==> config.mk <==
export PLATFORM = sky130hd
export DESIGN_NAME = mem_access_unit_flat
export DESIGN_NICKNAME = d
export VERILOG_FILES = /design/src/rtl/mem_access_pkg.sv /design/src/rtl/mem_access_unit_if.sv /design/src/rtl/mem_lane_align.sv /design/src/rtl/mem_access_unit.sv /design/src/flat_wrapper.sv
export SDC_FILE = /design/constraint.sdc
export NUM_CORES = 1
export LEC_CHECK = 0
export ABC_AREA = 1
export CORE_UTILIZATION = 42
export CTS_BUF_LIST = sky130_fd_sc_hd__clkbuf_8
export DETAILED_ROUTE_END_ITERATION = 10
export GPL_TIMING_DRIVEN = 0
export MAX_ROUTING_LAYER = met4
export PLACE_DENSITY = 0.83
export SYNTH_ARGS = -nofsm -noshare
export SYNTH_HDL_FRONTEND = slang
export SYNTH_SLANG_ARGS = --single-unit
==> constraint.sdc <==
create_clock -name clk -period 2.8 [get_ports clk]
set_input_delay 0.84 -clock clk [delete_from_list [all_inputs] [get_ports clk]]
set_output_delay 0.84 -clock clk [all_outputs]
set_load 0.02 [all_outputs]
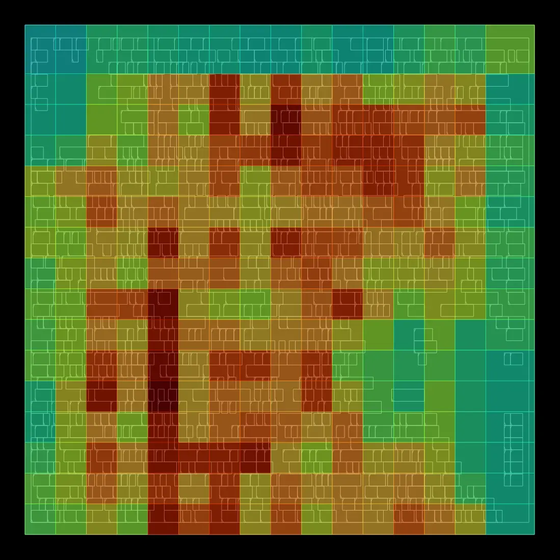
Figure 1: run 1, congestion heat map.
met2 Use GR: 45.6%
met1 Use GR: 34.7%

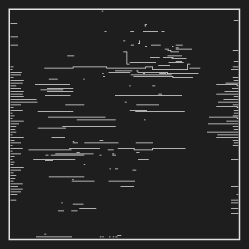
Figure 2: run 1, M3 wires.
Scale: 2 px per um.
- longest straight run: 33.1 um
- nets with wire on the layer: 159
GRT met3 Usage: 5.66%
via count: 6036
WL final: 18300 um

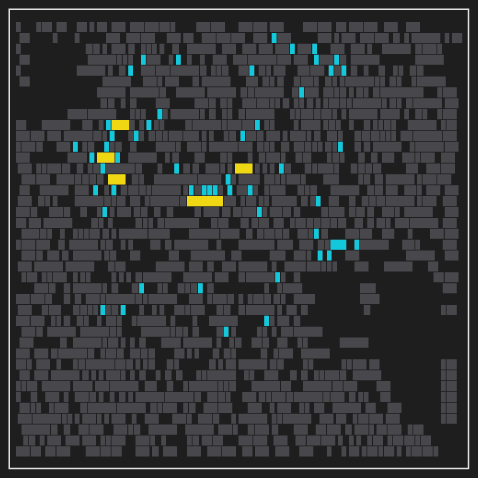
Figure 3: run 1, selected gate families.
Scale: 4 px per um.
- fa/ha/maj cells: yellow (cells 5; most used ha_1)
- inv cells: cyan (cells 51; most used inv_1)
logic share of the area: 32.9%
Final Non-Filler Cells: 1228
Top cell excl fill/tap: clkdlybuf4s50_1

==> ci_impl_report.md, run 1 <==
## Synthesis and layout report

| Metric | Value |
|---|---|
| Clock root buffer | clkbuf_8 |
| Slew HR | 64.0% |
| CP max stage cell | dfxtp_4 |
| Fin crit period | 2.82 ns |
| Flop area | 0.00195 mm2 |
| Ys Warns | 0 |
| Synth cell types | 32 |
| Crit path arrival time | 1.98 ns |
| Required time of the critical path | 1.96 ns |
| Most frequent cells in the layout | clkdlybuf4s50_1 (179), nand2_1 (137), nor2_1 (123) |
| Setup Buffers After CTS | 5 |
| Nets@finish | 1160 |
| Gr busiest metal | met2 |
| Sink Count | 97 |
| CTS Buffer Depth | 2 |
| Gate Count Post-Synth | 776 |
| Failing checks | setup timing |
| Chip area | 0.0131 mm2 |
| Cell Pwr Density | 888 mW/mm2 |
| Finish-stage setup viols | 1 |
| Yosys stat chip area | 0.00531 mm2 |
| Die Y | 114 um |
| Highest clock rate | 355 MHz |
| Crit path buffers/inverters | 7 |
| Pin count of the biggest net entering global routing | 18 |
| Vias in the first global route | 5539 |
| GRT Total Usage | 28.7% |
| Ranking of synthesized cells by area | dfxtp_1 (37%), nand2_1 (9.8%), nor2_1 (9.0%) |
| Number of cells in Yosys stat | 776 |
| Worst reg-to-reg setup slack | 0.83 ns |
| Fin util | 67.3% |
| Count of library flops with an enable pin | 0 |
| Via density | 4.92 |
| Antenna Violating Nets Remaining | 0 |
| Delay-heaviest family, CP | buffers and inverters |
| RSZ-0062 raised after global routing | true |
| Placer Congestion | 0.918 |
| Reg clk slew, reported paths | 0.10 ns |
| WP depth | 13 |
| Design area | 0.00818 mm2 |
| WS Path Type | reg -> out |
| Num CTS Buffers | 9 |
| Area share, top type | 36.6% |
| Synth top cell by count | nand2_1 |
| Placed instance area | 0.00784 mm2 |
| Leak | 3.61 nW |
| Post-detailed-route DRC marker count | 0 |
| Worst R2R Path Depth | 8 |
| Ant diodes | 0 |
| Post-synthesis area per instance | 6.84 um2 |
| Status | complete, but fails checks |
| Number of fill cells in the layout | 1070 |
| Dominant flop cell | dfxtp_1 |
| Post-DP HPWL | 14100 um |
| Flops out of synthesis | 97 |
| Synth Seq Share | 36.6% |
| Layout cells sized above 1 | 17.5% |
| Synthesized cell area | 0.00531 mm2 |
| Final worst slack | -0.0182 ns |
| Count of tool warnings | 30 |
| CP startpoint kind | flop |
| Final setup skew | 0.00968 ns |
| Worst path most repeated cell | buf_8 |
| Routed WL per cell | 14.9 um |
| Cycle use final | 101% |
| TritonCTS clock tree | built |
| Setup TNS Final | -0.0182 ns |
| First-pass GRT wire length | 28100 um |
| Worst Hold Path Cells | 2 |
| FFs w/ async S/R, synth | 0% |
| Number of port buffers | 216 |
| Clock Latency Late Sink | 0.39 ns |
| Initial DRC Count | 442 |
| Crit-path cells | buf_8 -> buf_8 -> buf_8 -> nand2_4 -> inv_2 -> ha_4 -> inv_2 -> nand3_2 -> o21ai_4 -> nand2_1 -> nand3_1 -> inv_1 -> buf_6 |
| Routed wl met2 | 8700 um |
| Worst vdd ir | 0.000628 V |
| Area Overhead vs Synth | 54.1% |
| Final Hold Slack | 0.469 ns |
| Core Box Area | 0.0122 mm2 |
| Total grt overflow | 0 |
| Maxcap violations | 0 |
| Pre-CTS setup slack | -0.748 ns |
| Boundary Pins | 260 |
| Chip Width | 114 um |
| Critical Path Fanout Max | 7 |
| Gate Area | 0.00270 mm2 |
| H-tree depth | 3 |
| Measured slew at the worst slew-check pin | 0.539 ns |
| Rows | 40 |
| TritonRoute pass-1 iters | 5 |
| Max-slew violations | 0 |
| Inst Count DP | 1202 |
| Total Power | 7.27 mW |
run 1: where the power goes:
part	internal (mW)	switching [mW]	leakage, nW
clock	0.539	0.537	0.119
sequential	1.70	0.252	0.797
combinational	1.69	2.55	2.69
total	3.93	3.34	3.61
run 1: layout make-up:
cell class              count  share of cell area [%]
clock buffers              10                    1.68
inverters                  51                    2.43
repair buffers            227                    26.0
plain buffers             107                    9.33
clock inverters             6                    1.15
multi-input cells         562                    32.9
well taps                 168                    2.57
flip-flops and latches     97                    23.9
run 1: cell families (layout without fill, tap and decap cells):
group                      Yosys count  after routing  share of synthesized area, %
AOI/OAI and AO/OA                  205            205                          21.7
adders and majority gates            5              5                          1.18
buffers and inverters              159            401                          16.8
DFF                                 97             97                          36.6
other                                2             44                         0.141
and+or+nand+nor                    308            308                          23.6
Figure 4. Cells by drive strength (run 1).
Scale: 4 px per um.
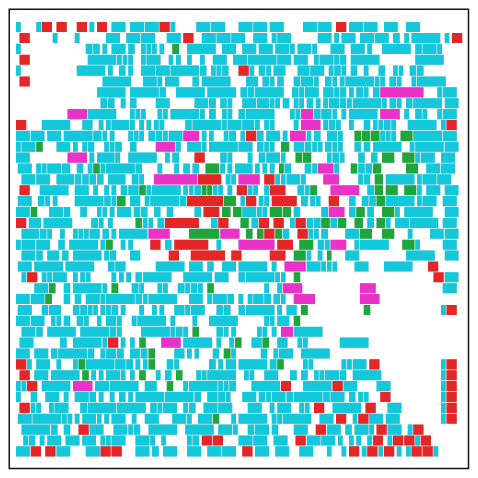

## Run 2: what changed since run 1
- MAX_ROUTING_LAYER: met4 -> default
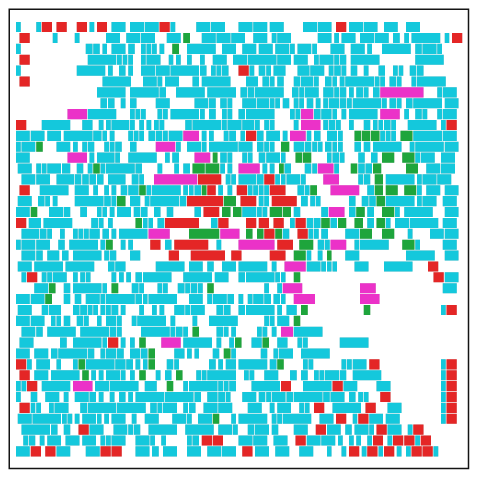
Figure 5: run 2, cells by drive strength.
Scale: 4 px per um.
- x2: green (cells 75; share 7.1%; most used clkbuf_2)
- x1 and smaller: cyan (cells 872; share 82%; most used clkdlybuf4s50_1)
- x3 and x4: red (cells 84; share 7.9%; most used buf_4)
- x6 and larger: magenta (cells 28; share 2.6%; most used clkbuf_8)
Area Overhead vs Synth: 54.2%
final worst slack: -0.0155 ns
design area: 0.00819 mm2
non-clock buffer total of the final layout: 333

==> run 2 against run 1 <==
  * Non-clock buffer count shrank 1
  * Critical endpoint unchanged
  * Sequential power hardly changed
  * The run still ends with setup timing left
  * Cell count about the same
  * Utilization hardly changed
  * Flip-flop count stayed put
  * Power is 0.26% higher
==> ci_impl_report.md, run 2 <==
## Synthesis and layout report

| Metric | Value |
|---|---|
| Count of library flops with an enable pin | 0 (unchanged) |
| Initial DRC Count | 401 (-9.3%) |
| Critical Path Fanout Max | 10 (+3) |
| Fin. Hold Viols | 0 |
| Required time of the critical path | 1.96 ns (about the same) |
| Fin util | 67.3% (about the same) |
| Nets@finish | 1159 (-0.086%) |
| Maxcap violations | 0 (unchanged) |
| Flop area | 0.00195 mm2 (unchanged) |
| Met2 Use GR | 45.6% (unchanged) |
| Leak | 3.61 nW (-0.14%) |
| TritonCTS clock tree | built |
| WS Path Type | reg -> out |
| Die Y | 114 um (unchanged) |
| Synth Seq Share | 36.6% (unchanged) |
| Gate Area | 0.00270 mm2 (+0.33%) |
| Via density | 4.94 (+0.46%) |
| GRT Total Usage | 27.8% (-0.85 points) |
| Final Hold Slack | 0.471 ns (+0.00197 ns) |
| Pin count of the biggest net entering global routing | 18 (unchanged) |
| Synthesized cell area | 0.00531 mm2 (unchanged) |
| Vias in the first global route | 5536 (-0.054%) |
| Delay-heaviest family, CP | buffers and inverters |
| Rows | 40 (unchanged) |
| Worst reg-to-reg setup slack | 0.81 ns (-0.02 ns) |
| Ys Warns | 0 (unchanged) |
| Combinational Power Share | 58.4% (about the same) |
| Worst Hold Path Cells | 2 (unchanged) |
| Failing checks | setup timing |
| Met1 Use GR | 34.4% (-0.30 points) |
| Routed WL per cell | 14.9 um (+0.37%) |
| Synth cell types | 32 (unchanged) |
| Number of fill cells in the layout | 1068 (-0.19%) |
| Seq pwr | 1.95 mW (about the same) |
| Internal | 3.93 mW (about the same) |
| Finish-stage setup viols | 1 (unchanged) |
| Ranking of synthesized cells by area | dfxtp_1 (37%), nand2_1 (9.8%), nor2_1 (9.0%) |
| Clock share of power | 14.8% (about the same) |
| Ant diodes | 0 (unchanged) |
| Clk. pwr | 1.08 mW (about the same) |
| Chip Width | 114 um (unchanged) |
| CP startpoint kind | flop |
| Inst Count DP | 1202 (unchanged) |
| Reg clk slew, reported paths | 0.10 ns (about the same) |
| Cell Pwr Density | 890 mW/mm2 (+0.20%) |
| Total grt overflow | 0 (unchanged) |
| Worst path most repeated cell | nand2_1 |
| Post-detailed-route DRC marker count | 0 (unchanged) |
| Num CTS Buffers | 9 (unchanged) |
| Worst vdd ir | 0.000632 V (+0.73%) |
| Antenna Violating Nets Remaining | 0 (unchanged) |
| Worst R2R Path Depth | 8 (unchanged) |
| Sink Count | 97 (unchanged) |
| Final setup skew | 0.0103 ns (+0.000610 ns) |
| Final Non-Filler Cells | 1227 (-0.081%) |
| Routed wl met2 | 8620 um (-0.95%) |
| Chip area | 0.0131 mm2 (unchanged) |
| Placed instance area | 0.00784 mm2 (unchanged) |
| Dominant flop cell | dfxtp_1 |
| FFs w/ async S/R, synth | 0% (unchanged) |
| And+or+nand+nor area frac | 23.6% (unchanged) |
| Fin crit period | 2.82 ns (-0.00266 ns) |
| TritonRoute pass-1 iters | 5 (unchanged) |
| Slew HR | 64.5% (+0.42 points) |
| Comb power | 4.25 mW (about the same) |
| First-pass GRT wire length | 28100 um (about the same) |
| Status | complete, but fails checks |
| Sw Ratio | 46.1% (+0.15 points) |
| Yosys stat chip area | 0.00531 mm2 (unchanged) |
| Area share, top type | 36.6% (unchanged) |
| Hold Buf Count CTS | 0 |
| Cycle use final | 101% (about the same) |
| Crit path buffers/inverters | 6 (-1) |
| WP depth | 13 (unchanged) |
| Number of port buffers | 216 (unchanged) |
| MUX share of area | 0% (unchanged) |
| CP max stage cell | dfxtp_4 |
| Flops out of synthesis | 97 (unchanged) |
| Top logic family | simple AND/OR/NAND/NOR gates |
| Number of cells in Yosys stat | 776 (unchanged) |
| Highest clock rate | 355 MHz (about the same) |
| Largest power group | combinational cells |
| Final worst slack | -0.0155 ns (+0.00266 ns) |
| H-tree depth | 3 (unchanged) |
| Total Power | 7.29 mW (+0.26%) |
| Layout cells sized above 1 | 17.7% (+0.11 points) |
| Gr busiest metal | met2 |
| Post-synthesis area per instance | 6.84 um2 (unchanged) |
| Boundary Pins | 260 (unchanged) |
| Complex Gates by Area | 21.7% (unchanged) |
| Net Sw Power | 3.36 mW (+0.58%) |
| Crit path arrival time | 1.98 ns (about the same) |
| Placer Congestion | 0.902 (-1.7%) |
| Most frequent cells in the layout | clkdlybuf4s50_1 (179), nand2_1 (137), nor2_1 (123) |
| Synth top cell by count | nand2_1 |
| Top cell excl fill/tap | clkdlybuf4s50_1 |
| RSZ-0062 raised after global routing | true |
| Crit-path cells | buf_8 -> clkbuf_16 -> o21ai_2 -> nand2_1 -> inv_2 -> ha_4 -> inv_4 -> nand3_2 -> o21ai_4 -> nand2_1 -> nand3_1 -> inv_1 -> buf_6 |
| XOR/XNOR Area Share | 0% (unchanged) |
| Count of tool warnings | 30 (unchanged) |
| CTS Buffer Depth | 2 (unchanged) |
| Sequential power share | 26.8% (about the same) |
| Pre-CTS setup slack | -0.748 ns (unchanged) |
| Measured slew at the worst slew-check pin | 0.533 ns (-0.00630 ns) |
| Core Box Area | 0.0122 mm2 (unchanged) |
| Clock Latency Late Sink | 0.39 ns (about the same) |
| Setup TNS Final | -0.0155 ns (+0.00266 ns) |
| Gate Count Post-Synth | 776 (unchanged) |
| Post-DP HPWL | 14100 um (unchanged) |
| GRT met3 Usage | 6.19% (+0.53 points) |
| Clock root buffer | clkbuf_8 |
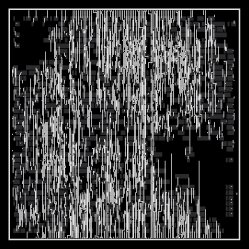
Figure 6: run 2, M2 wires.
Scale: 2 px per um.
- share of all routed wire: 47%
- wire length on this layer: 8620 um
- main direction: vertical
- nets with wire on the layer: 945
via count: 6059
WL final: 18300 um

run 2: netlist changes by cell type in the layout (fill, tap and decap cells not counted), sizes merged:
cell	previous run	this run
buf	102	101
run 2: final cells by class:
cell class	instances	area share [%]
multi-input cells	562	33.0
repair buffers	226	25.9
flip-flops and latches	97	23.9
plain buffers	107	9.32
well taps	168	2.57
inverters	51	2.46
clock buffers	10	1.68
clock inverters	6	1.15
run 2: worst reg2reg max path: stages, from the launching register on:
cell and delay, ns:
dfxtp_1 0.37, inv_1 0.08, ha_1 0.33, nand2_1 0.25, inv_1 0.17, buf_2 0.25
nand3_1 0.18, a21boi_0 0.21, nor2_1 0.06
run 2: timing repair:
| action | in CTS | in global routing |
|---|---|---|
| endpoints found under the setup margin | 36 | 28 |
| pin swaps | 1 | 4 |
| resized | 87 | 74 |
| buffers inserted | 5 | 5 |
Power is estimated from default activity; no workload was simulated.
